### Sequential cells grouped by signal name, run 1

Bar = 20 um. Other sequential cells in the stronger gray, the rest of the logic in the fainter gray.
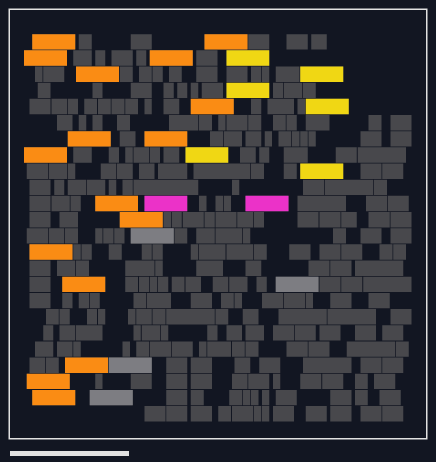
### Clock nets, run 1

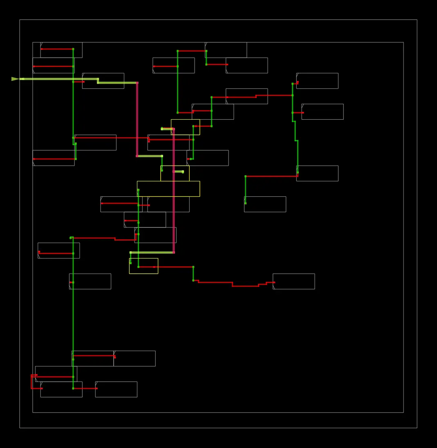
### Routed metal, one color a layer, run 1

Bar = 20 um.
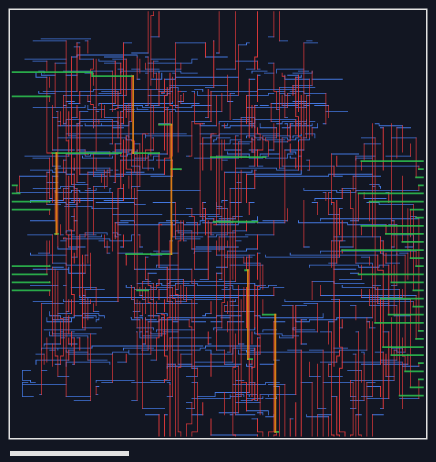
==> config.mk <==
export PLATFORM = sky130hd
export DESIGN_NAME = eth_ingress_arbiter
export DESIGN_NICKNAME = d
export VERILOG_FILES = /design/src/rtl/eth_ingress_arbiter.sv
export SDC_FILE = /design/constraint.sdc
export NUM_CORES = 1
export LEC_CHECK = 0
export CAP_MARGIN = 20
export CORE_AREA = 2 2 68 70
export DETAILED_ROUTE_END_ITERATION = 12
export DIE_AREA = 0 0 70 72
export PLACE_DENSITY_LB_ADDON = 0.1
export RECOVER_POWER = 50
export SKIP_LAST_GASP = 1
export SYNTH_ARGS = -nofsm -noshare
export SYNTH_HDL_FRONTEND = slang
export SYNTH_SLANG_ARGS = --single-unit
==> constraint.sdc <==
create_clock -name clk -period 4.16 [get_ports clk]
set_input_delay 0.416 -clock clk [delete_from_list [all_inputs] [get_ports clk]]
set_output_delay 0.416 -clock clk [all_outputs]
set_load 0.1 [all_outputs]
==> results.toml, run 1 <==
# yosys + openroad results
[die]
io_pins = 77
die_height_um = 72
floorplan.core_util_pct = 47.2

[global_routing]
grt_overflow_total = 0
grt.busiest_layer = "met2"
grt_pass1_vias = 1914

[power_and_ir_drop]
p_per_area_mw_per_mm2 = 402
p_comb_share_pct = 54.0

[clocking]
ctsResizeCount = 0
cts_buffers = 3
clockRootBuffer = "clkbuf_8"

[critical_path]
path_class = "reg -> out"
arrival_ns = 2.92
r2r_setup_slack_ns = 1.31

[timing]
slew-limit-headroom_pct = 22.9
setup_slack_ns = 0.821

[detailed_routing]
viasPerCell = 5.96
dr.pass1.iters = 4
drt_iter0_markers = 113

[synth]
synth_nets = 276
synth-async-reset-ratio_pct = 0
yosys_cells = 227
ys_ff = 28
ys_types = 46

[layout]
largest_reg_flops = 16
dominant-cell-class = "logic gates"
stdcell_area_mm2 = 0.00286
fin_cells = 353
most-common-layout-cells = "clkdlybuf4s50_1 (63), dfxtp_1 (28), nand2_1 (17), a21oi_1 (13), nand3_1 (13)"

[status]
status = "complete, no violations"

[placed_design]
dp.cells = 348
gp_congestion = 0.790
About 'Sequential cells grouped by signal name':
| signal | color | flops |
|---|---|---|
| `abort_count` | orange | 16 |
| `stall_r` | yellow | 6 |
| `state_r` | magenta | 2 |
FF/Latch Area: 561 um2
Seq/total area: 19.6%
Seq. pwr: 0.309 mW

About 'Clock nets':
Layout Skew: 0.00880 ns
Seq cells: 28
Num Clock Sinks: 28
CLK BUF: 3

About 'Routed metal, one color a layer':
| layer | color | wire length |
|---|---|---|
| met3 | green | 252 um |
| met2 | red | 2780 um |
| met1 | blue | 2340 um |
| met4 | orange | 83.0 um |
vias post-DR: 2103
Final Routed Wirelength: 5450 um
DR WL/cell: 15.4 um
All-Layer GR Usage: 21.8%

## Run 2: what changed since run 1
--- a/config.mk
+++ b/config.mk
@@ -6,9 +6,9 @@
 export NUM_CORES = 1
 export LEC_CHECK = 0
 export CAP_MARGIN = 20
-export CORE_AREA = 2 2 68 70
+export CORE_AREA = 2 2 71 73
 export DETAILED_ROUTE_END_ITERATION = 12
-export DIE_AREA = 0 0 70 72
+export DIE_AREA = 0 0 73 75
 export PLACE_DENSITY_LB_ADDON = 0.1
 export RECOVER_POWER = 50
 export SKIP_LAST_GASP = 1
==> constraint.sdc (replaced) <==
create_clock -name clk -period 3.3 [get_ports clk]
set_input_delay 0.33 -clock clk [delete_from_list [all_inputs] [get_ports clk]]
set_output_delay 0.33 -clock clk [all_outputs]
set_load 0.1 [all_outputs]
### Routed metal, one color a layer, run 2

Bar = 20 um.
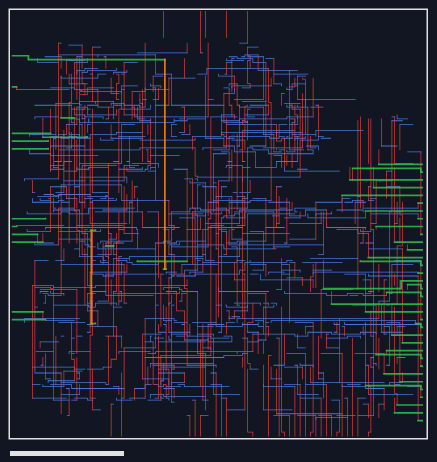
| layer | color | wire length |
|---|---|---|
| met4 | orange | 53.0 um |
| met2 | red | 2720 um |
| met1 | blue | 2350 um |
| met3 | green | 312 um |
All-Layer GR Usage: 20.4%
vias post-DR: 2042

### Cells by drive strength, run 2

Bar = 20 um.
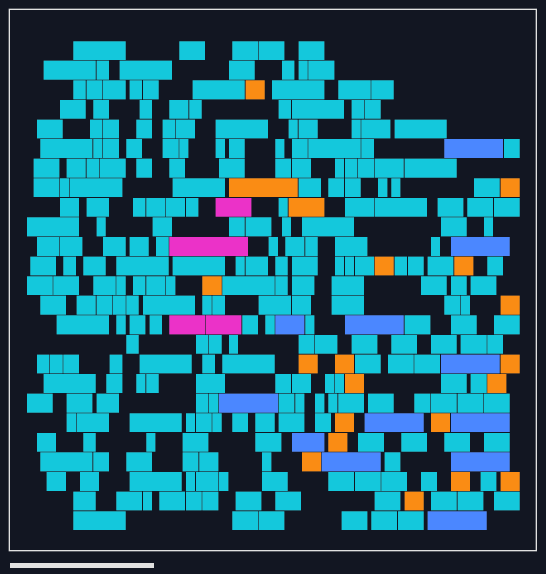
| size | color | cells |
|---|---|---|
| drive 3 to 4 | orange | 20 |
| drive 1 or less | cyan | 266 |
| drive 2 | blue | 12 |
| drive 6 and up | magenta | 4 |
worst setup margin: 0.730 ns
Signal buffers: 81
Layout area overhead: 41.3%
design area: 0.00284 mm2

### Clock nets, run 2

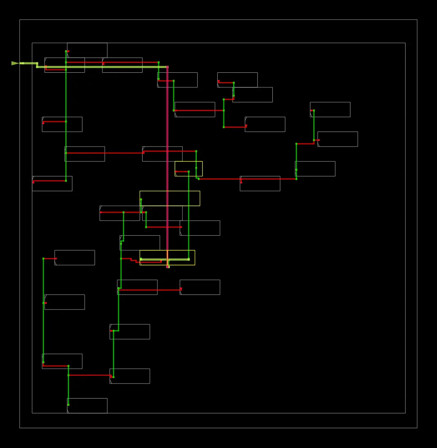
Layout Skew: 0.0102 ns
clock group power: 0.272 mW
Clk Latency, worst-skew pair: 0.28 ns
CTS Buf Count: 3

==> results.toml, run 2 <==
# yosys + openroad results
[layout]
clkbuf_count = 3
flop-count = 28
seq-cell-share_pct = 19.7
dominant-cell-class = "logic gates"
largest_reg_flops = 16
nFillCells = 418
n_antenna_cell = 0
fin_cells = 356
seq_area_um2 = 561
most-common-layout-cells = "clkdlybuf4s50_1 (53), dfxtp_1 (28), buf_4 (18), nand2_1 (17)"

[synth]
synth_nets = 276
ys_ff = 28
syn_area_per_cell_um2 = 8.86
ys_top_logic_family = "simple AND/OR/NAND/NOR gates"
yosys_cells = 227
topCellsByArea = "dfxtp_1 (28%), mux4_2 (11%), mux2i_1 (5.5%)"
syn_inst = 227
ys_types = 46
synth-async-reset-ratio_pct = 0

[global_routing]
grt_pass1_vias = 1912
grt_overflow_total = 0
grt.busiest_layer = "met2"

[clocking]
ctsResizeCount = 0
clockRootBuffer = "clkbuf_8"

[power_and_ir_drop]
powerSeq_mw = 0.378
p_per_area_mw_per_mm2 = 506
p_seq_share_pct = 26.3
p_comb_share_pct = 54.8

[timing]
slew-limit-headroom_pct = 19.5
setup_tns_ns = 0
setup_viol = 0

[critical_path]
arrival_ns = 2.24
r2r_setup_slack_ns = 1.02
path_class = "reg -> out"
crit_path_start_kind = "flop"

[detailed_routing]
wl_per_cell_um = 15.3
wl_um = 5440
dr.pass1.iters = 4
viasPerCell = 5.74
drt_iter0_markers = 86

[placed_design]
gp_congestion = 0.863
dp.cells = 352

[status]
status = "complete, no violations"

[die]
die_height_um = 75
io_pins = 77
die_w_um = 73
floorplan.core_util_pct = 43.1
Power figures rest on the tool's default switching activity, not on a simulated workload.
